### config.mk
export PLATFORM = sky130hd
export DESIGN_NAME = arbiter_mux2_1_2bit
export DESIGN_NICKNAME = d
export VERILOG_FILES = /design/src/rtl/arbiter_mux2_1_2bit.sv
export SDC_FILE = /design/constraint.sdc
export NUM_CORES = 1
export LEC_CHECK = 0
export CORE_MARGIN = 3
export CORE_UTILIZATION = 42
export CTS_BUF_LIST = sky130_fd_sc_hd__clkbuf_8
export CTS_CLUSTER_SIZE = 30
export DETAILED_ROUTE_END_ITERATION = 10
export GPL_ROUTABILITY_DRIVEN = 0
export PLACE_DENSITY = 0.85
export SLEW_MARGIN = 0
export SYNTH_ARGS = -nofsm -noshare
export SYNTH_HDL_FRONTEND = slang
export SYNTH_SLANG_ARGS = --single-unit
### constraint.sdc
create_clock -name clk -period 1.35 [get_ports clk]
set_input_delay 0.135 -clock clk [delete_from_list [all_inputs] [get_ports clk]]
set_output_delay 0.135 -clock clk [all_outputs]
set_load 0.03 [all_outputs]
### src/rtl/arbiter_mux2_1_2bit.sv
// arbiter_mux2_1_2bit
//   Round-robin arbiter that shares one 2:1 mux datapath between two requesters.
//   The winning word is registered into a single valid/ready output stage.
//   A hold limit caps back-to-back accepts per requester while the other waits.
//
// Ports
//   clk        rising-edge clock
//   reset      asynchronous, active-high reset
//   req_0/1    requester has a word; held with data stable until its ack
//   data_0/1   requester words
//   gnt_0/1    requester owns the mux (decoded from state flops)
//   ack_0/1    combinational: word accepted this cycle
//   sel_mux    mux select, 1 while requester 1 owns the mux
//   out_data   registered output word
//   out_valid  out_data holds an unconsumed word
//   out_ready  consumer takes out_data when out_valid & out_ready

module arbiter_mux2_1_2bit #(
  parameter int unsigned WIDTH    = 2,
  parameter int unsigned MAX_HOLD = 4
) (
  input  logic             clk,
  input  logic             reset,
  input  logic             req_0,
  input  logic [WIDTH-1:0] data_0,
  input  logic             req_1,
  input  logic [WIDTH-1:0] data_1,
  output logic             gnt_0,
  output logic             gnt_1,
  output logic             ack_0,
  output logic             ack_1,
  output logic             sel_mux,
  output logic [WIDTH-1:0] out_data,
  output logic             out_valid,
  input  logic             out_ready
);

  localparam int unsigned HOLD_W = (MAX_HOLD > 1) ? $clog2(MAX_HOLD) : 1;
  localparam logic [HOLD_W-1:0] HOLD_LAST = HOLD_W'(MAX_HOLD - 1);

  typedef enum logic [1:0] {
    IDLE = 2'd0,
    GNT0 = 2'd1,
    GNT1 = 2'd2
  } state_t;

  state_t            state;
  state_t            state_nxt;
  logic              last_grant;
  logic [HOLD_W-1:0] hold_cnt;
  logic              can_load;
  logic              hold_done;
  logic              enter_gnt;
  logic              ack_any;

  // Grant and select come straight from the state flops
  assign gnt_0   = (state == GNT0);
  assign gnt_1   = (state == GNT1);
  assign sel_mux = gnt_1;

  // Output stage can take a new word when empty or draining this cycle
  assign can_load = !out_valid || out_ready;
  assign ack_0    = gnt_0 && req_0 && can_load;
  assign ack_1    = gnt_1 && req_1 && can_load;
  assign ack_any  = ack_0 || ack_1;

  // Counter saturates at the last slot, so the switch fires on the next ack
  // after the other side starts requesting
  assign hold_done = (hold_cnt == HOLD_LAST);
  assign enter_gnt = (state_nxt != state) && (state_nxt != IDLE);

  // Next-state logic
  always_comb begin
    state_nxt = state;
    case (state)
      IDLE: begin
        if (req_0 && req_1) begin
          state_nxt = last_grant ? GNT0 : GNT1;
        end else if (req_0) begin
          state_nxt = GNT0;
        end else if (req_1) begin
          state_nxt = GNT1;
        end
      end
      GNT0: begin
        if (!req_0) begin
          state_nxt = req_1 ? GNT1 : IDLE;
        end else if (ack_0 && hold_done && req_1) begin
          state_nxt = GNT1;
        end
      end
      GNT1: begin
        if (!req_1) begin
          state_nxt = req_0 ? GNT0 : IDLE;
        end else if (ack_1 && hold_done && req_0) begin
          state_nxt = GNT0;
        end
      end
      default: state_nxt = IDLE;
    endcase
  end

  // State, round-robin history and hold counter
  always_ff @(posedge clk or posedge reset) begin
    if (reset) begin
      state      <= IDLE;
      last_grant <= 1'b1;
      hold_cnt   <= '0;
    end else begin
      state <= state_nxt;
      if (enter_gnt) begin
        last_grant <= (state_nxt == GNT1);
        hold_cnt   <= '0;
      end else if (ack_any && !hold_done) begin
        hold_cnt <= hold_cnt + HOLD_W'(1);
      end
    end
  end

  // Single output register with valid/ready handshake
  always_ff @(posedge clk or posedge reset) begin
    if (reset) begin
      out_valid <= 1'b0;
      out_data  <= '0;
    end else if (ack_any) begin
      out_valid <= 1'b1;
      out_data  <= sel_mux ? data_1 : data_0;
    end else if (out_ready) begin
      out_valid <= 1'b0;
    end
  end

endmodule

==> results.yml <==
# physical design summary
timing:
  timing.final.crit_period_ns: 1.428
  worst_slew_margin_rel: 0.7969
  worst_slew_pin_slew_ns: 0.3043
  timing.final.crit_share: 1.058
  finalWorstSetupSlack_ns: -0.07805
  hold_slack_ns: 0.1755
  report.final.hold_viol_count: 0
  timing.final.max_slew_violations: 0
  maximum_operating_frequency_mhz: 700.3
  rsz0062_at_grt: "yes"
  setup_viol: 2
  final.setup_skew_ns: 0.002140
routing:
  drt-vias-per-instance: 5.363
  num_vias: 547
  ant_nets: 0
  detail_route.wl_per_cell_um: 15.10
  postRouteWirelength_um: 1540
  detail_route.first_pass.iterations: 4
  drtIter0Drc: 18
  drc: 0
die:
  core.rowCount: 12
  die_height_um: 42.25
  chipArea_um2: 1785
  initCoreUtil: 0.4712
  io_pins: 17
  placeableCoreArea_um2: 1171
  die.size.x_um: 42.25
grt:
  grt_first_pass_wirelength_um: 2221
  first_global_vias: 518
  antenna_found_initial: 0
  grt.overflow.total: 0
  maximum_number_of_pins_on_one_net_before_global_route_repair: 9
  grt_util_all_layers: 0.1643
status:
  failed_checks: "setup timing"
  status: "finished with violations"
final_layout:
  reg_area_um2: 202.7
  n_fill_cell: 68
  logic_area_um2: 382.9
  stdcell_area_um2: 927.1
  syn_to_final_growth_pct: 68.03
  drive_gt1_frac: 0.4318
  nets: 99
  final-instance-count-excl-fill: 102
  num_antenna_cells: 0
critical_path:
  path_buffers: 3
  crit_top_cell: "sky130_fd_sc_hd__buf_6"
  critical_path.cell_chain: "nand3b_4, buf_6, buf_6, nor2_4, buf_6"
  r2r-end: "hold_cnt[1]$_DFFE_PP0P_"
  crit_slowest_cell: "sky130_fd_sc_hd__dfrtp_1"
  arrival_ns: 1.29
  setup.worst_path.class: "reg2out"
  worst_setup_path_end_kind: "output pin"
  r2r_slack_ns: 0.01
  worst_path_largest_cell_delay_ns: 0.42
  timing.critical_path.from_type: "flip-flop"
  worst_reg2reg_path_length_in_cells: 5
  critPathTopFamily: "flip-flops"
  r2r-start: "state[1]$_DFF_PP0_"
  timing.critical_path.required_ns: 1.22
  critical_path.max_fanout: 4
power_and_ir_drop:
  internal_power_uw: 777.9
  switchingPower_uw: 450.8
  power.leakage_nw: 0.4257
  power.density_nw_per_um2: 1325
  switching_share: 0.3669
  total_power_mw: 1.229
  clock_power_share: 0.241
  irDropWorstVdd_mv: 0.7523
  share_comb_of_total_power: 0.462
  seqPwrFrac: 0.297
yosys:
  distinct_cell_type_count_of_the_synthesized_netlist: 25
  ys_sh_mux: 0.05442
  syn_area_um2: 551.8
  topCellsByArea: "sky130_fd_sc_hd__dfrtp_1 32%, sky130_fd_sc_hd__mux2i_1 5.4%, sky130_fd_sc_hd__dfstp_2 4.8%"
  simple_gate_share: 0.2744
  synth_compound_gate_area_share: 0.2063
  part_of_the_yosys_area_used_for_sequential_elements: 0.3651
  xor_area_frac: 0.01587
  synth.top_cell.area_share: 0.3175
  yosys-stat-cells: 58
  synth_nets: 68
  area_share_of_fa_ha_maj_cells_after_synthesis: 0.02268
  synthDominantAreaCellType: "sky130_fd_sc_hd__dfrtp_1"
  synth_area_per_cell_um2: 9.513
  ys_warn_count: 0
  synth.logic.top_family: "simple AND/OR/NAND/NOR gates"
  synth-seq-cells: 8
  chip_area_estimate_from_yosys_synthesis_um2: 551.8
  postSynthCellCount: 58
clocking:
  tritoncts.num_buffers: 3
  cts_tree: "done"
  cts_htree_levels: 1
  clock_path_buffers: 2
  postCtsHoldBufs: 0
  clkSinkCount: 8
  clock_slew_at_the_register_clock_pins_of_the_worst_setup_and_hold_paths_ns: 0.04
  clock_insertion_delay_worst_skew_ns: 0.23
  root_buffer: "sky130_fd_sc_hd__clkbuf_8"
placed_design:
  dpl.cell_count: 95
  pre_cts_slack_ns: -0.1586
  port-buffer-count: 16
  detailedPlacementHpwl_um: 956.3
  place_area_um2: 772.0
min_path:
  hold_path.class: "in2async"
flow_run:
  warning_count: 28
  timing.max_cap.violations: 0
metrics by stage:
step / util / setup TNS (ns)
floorplan: - / 0
global placement: 0.6592 / -0.6768
detailed placement: 0.6592 / -0.9392
CTS: 0.7489 / -0.1341
global route: 0.7917 / -0.2907
finish: 0.7917 / -0.09214
cell usage after synthesis, drive strengths merged:
master,n
a32o,1
o2bb2ai,1
a211oi,2
nand2,2
nor2,5
and2b,1
mux2i,3
a21oi,4
nand3,1
nand2b,2
dfrtp,7
nand3b,2
ha,1
inv,3
o21ai,5
a21boi,3
and3,4
xnor2,1
nor3,3
nor2b,3
buf,3
dfstp,1
metal layers:
| metal | part of all wire | vias to the layer above | track usage |
|---|---|---|---|
| li1 | - | 265 | - |
| met3 | 0.062 | 2 | 0.02575 |
| met2 | 0.52 | 30 | 0.2736 |
| met4 | 0.0071 | 0 | 0.1056 |
| met1 | 0.41 | 250 | 0.1926 |
| met5 | 0 | - | 0 |
power groups by stage:
stage | clock network (mW) | logic [mW] | registers [mW]
after floorplan | 0 | 0.252 | 0.411
after global placement | 0 | 0.492 | 0.353
after detailed placement | 0 | 0.502 | 0.354
after CTS | 0.298 | 0.526 | 0.355
after global routing | 0.321 | 0.608 | 0.373
final | 0.296 | 0.568 | 0.365
what timing repair did:
item	4_1_cts	5_1_grt
resized	16	10
setup buffers	2	1
pin swaps	2	2
endpoints found under the setup margin	9	10
layout by cell type (no fill, tap or decap), types with 2 or more instances in the layout:
cell	n
sky130_fd_sc_hd__nand3b_4	2
sky130_fd_sc_hd__nand2_1	2
sky130_fd_sc_hd__nor2b_1	2
sky130_fd_sc_hd__o21ai_0	5
sky130_fd_sc_hd__nor2_1	3
sky130_fd_sc_hd__inv_1	4
sky130_fd_sc_hd__dlygate4sd2_1	3
sky130_fd_sc_hd__buf_4	11
sky130_fd_sc_hd__nor3_2	2
sky130_fd_sc_hd__dfrtp_1	6
sky130_fd_sc_hd__a21oi_1	2
sky130_fd_sc_hd__mux2i_1	3
sky130_fd_sc_hd__and3_1	3
sky130_fd_sc_hd__clkdlybuf4s50_1	8
sky130_fd_sc_hd__buf_6	7
sky130_fd_sc_hd__clkbuf_8	3
sky130_fd_sc_hd__a21boi_0	2
sequential cells by signal (all words and copies together), names as in the netlist:
register,count
hold_cnt,2
state,2
out_valid,1
last_grant,1
out_data,2
layout make-up:
| class | instances | area share |
|---|---|---|
| clock buffer | 3 | 0.04453 |
| clock inverter | 1 | 0.004049 |
| inverter | 3 | 0.01215 |
| multi-input combinational | 44 | 0.4130 |
| sequential | 8 | 0.2186 |
| tap | 14 | 0.01889 |
| timing repair buffer | 29 | 0.2888 |
how the worst max path moves through the flow:
stage | startpoint | to | cells past startpoint
6_report | state[1]$_DFF_PP0_ | ack_0 | 5
5_1_grt | state[1]$_DFF_PP0_ | ack_0 | 5
4_1_cts | state[0]$_DFF_PP0_ | ack_0 | 6
3_5_place_dp | out_ready | state[0]$_DFF_PP0_ | 5
3_3_place_gp | out_ready | state[0]$_DFF_PP0_ | 5
2_1_floorplan | out_valid$_DFFE_PP0P_ | hold_cnt[0]$_DFFE_PP0P_ | 4
Fig. 1: met1 routing
Bar = 10 um. Cells faint in the background.
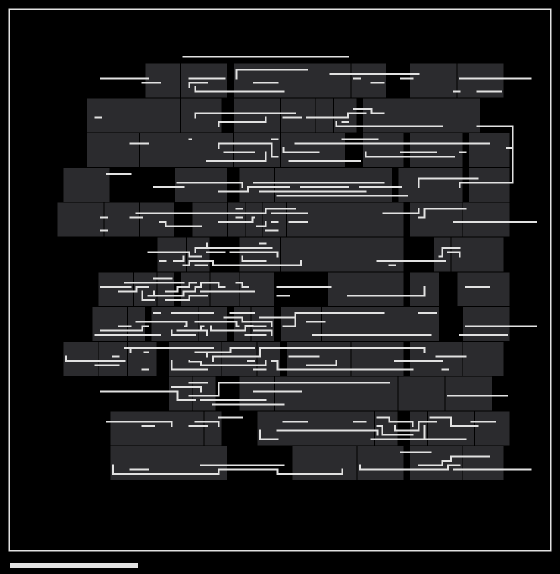
- nets with wire on the layer: 85
- main direction: horizontal
- longest straight run: 15.2 um

Fig. 2: signal wires by layer
Bar = 10 um. Two of the layers only.
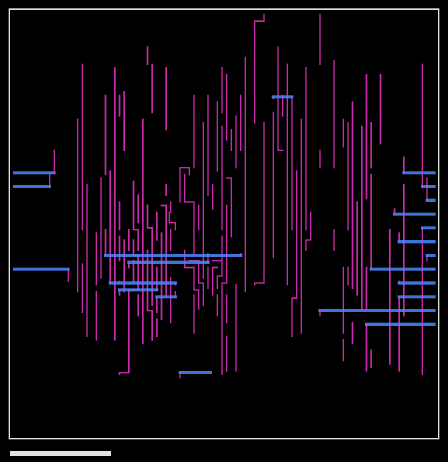
- M2: magenta (wire length 801 um)
- M3: blue (wire length 95.7 um)

Fig. 3: routed clock nets over the placement
Bar = 10 um.
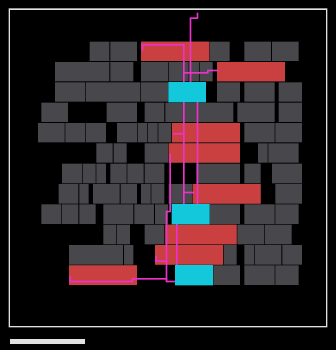
- clock wires: magenta (length 121 um)
- clock-net drivers: cyan (count 3)
- flip-flops: red (count 8)
- routed clock nets: 4

Fig. 4: placement by cell class
Fill, decap, tap and diode cells in grey.
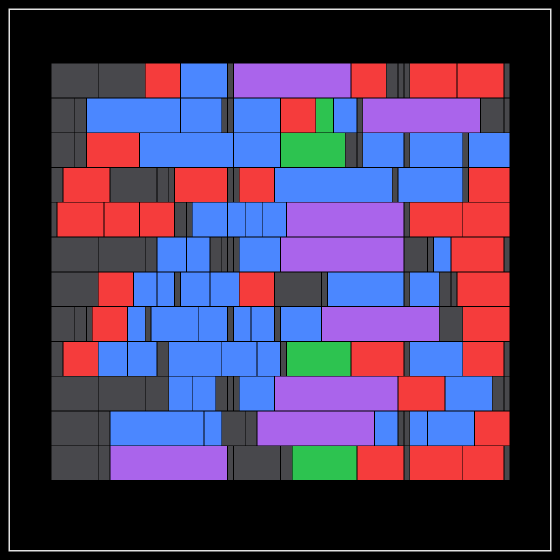
- registers: purple (cells 8)
- remaining logic cells: blue (cells 47)
- remaining buffers and delay cells: red (cells 29)
- clock drivers and dummy loads: green (cells 4)

Power is estimated from default activity; no workload was simulated.
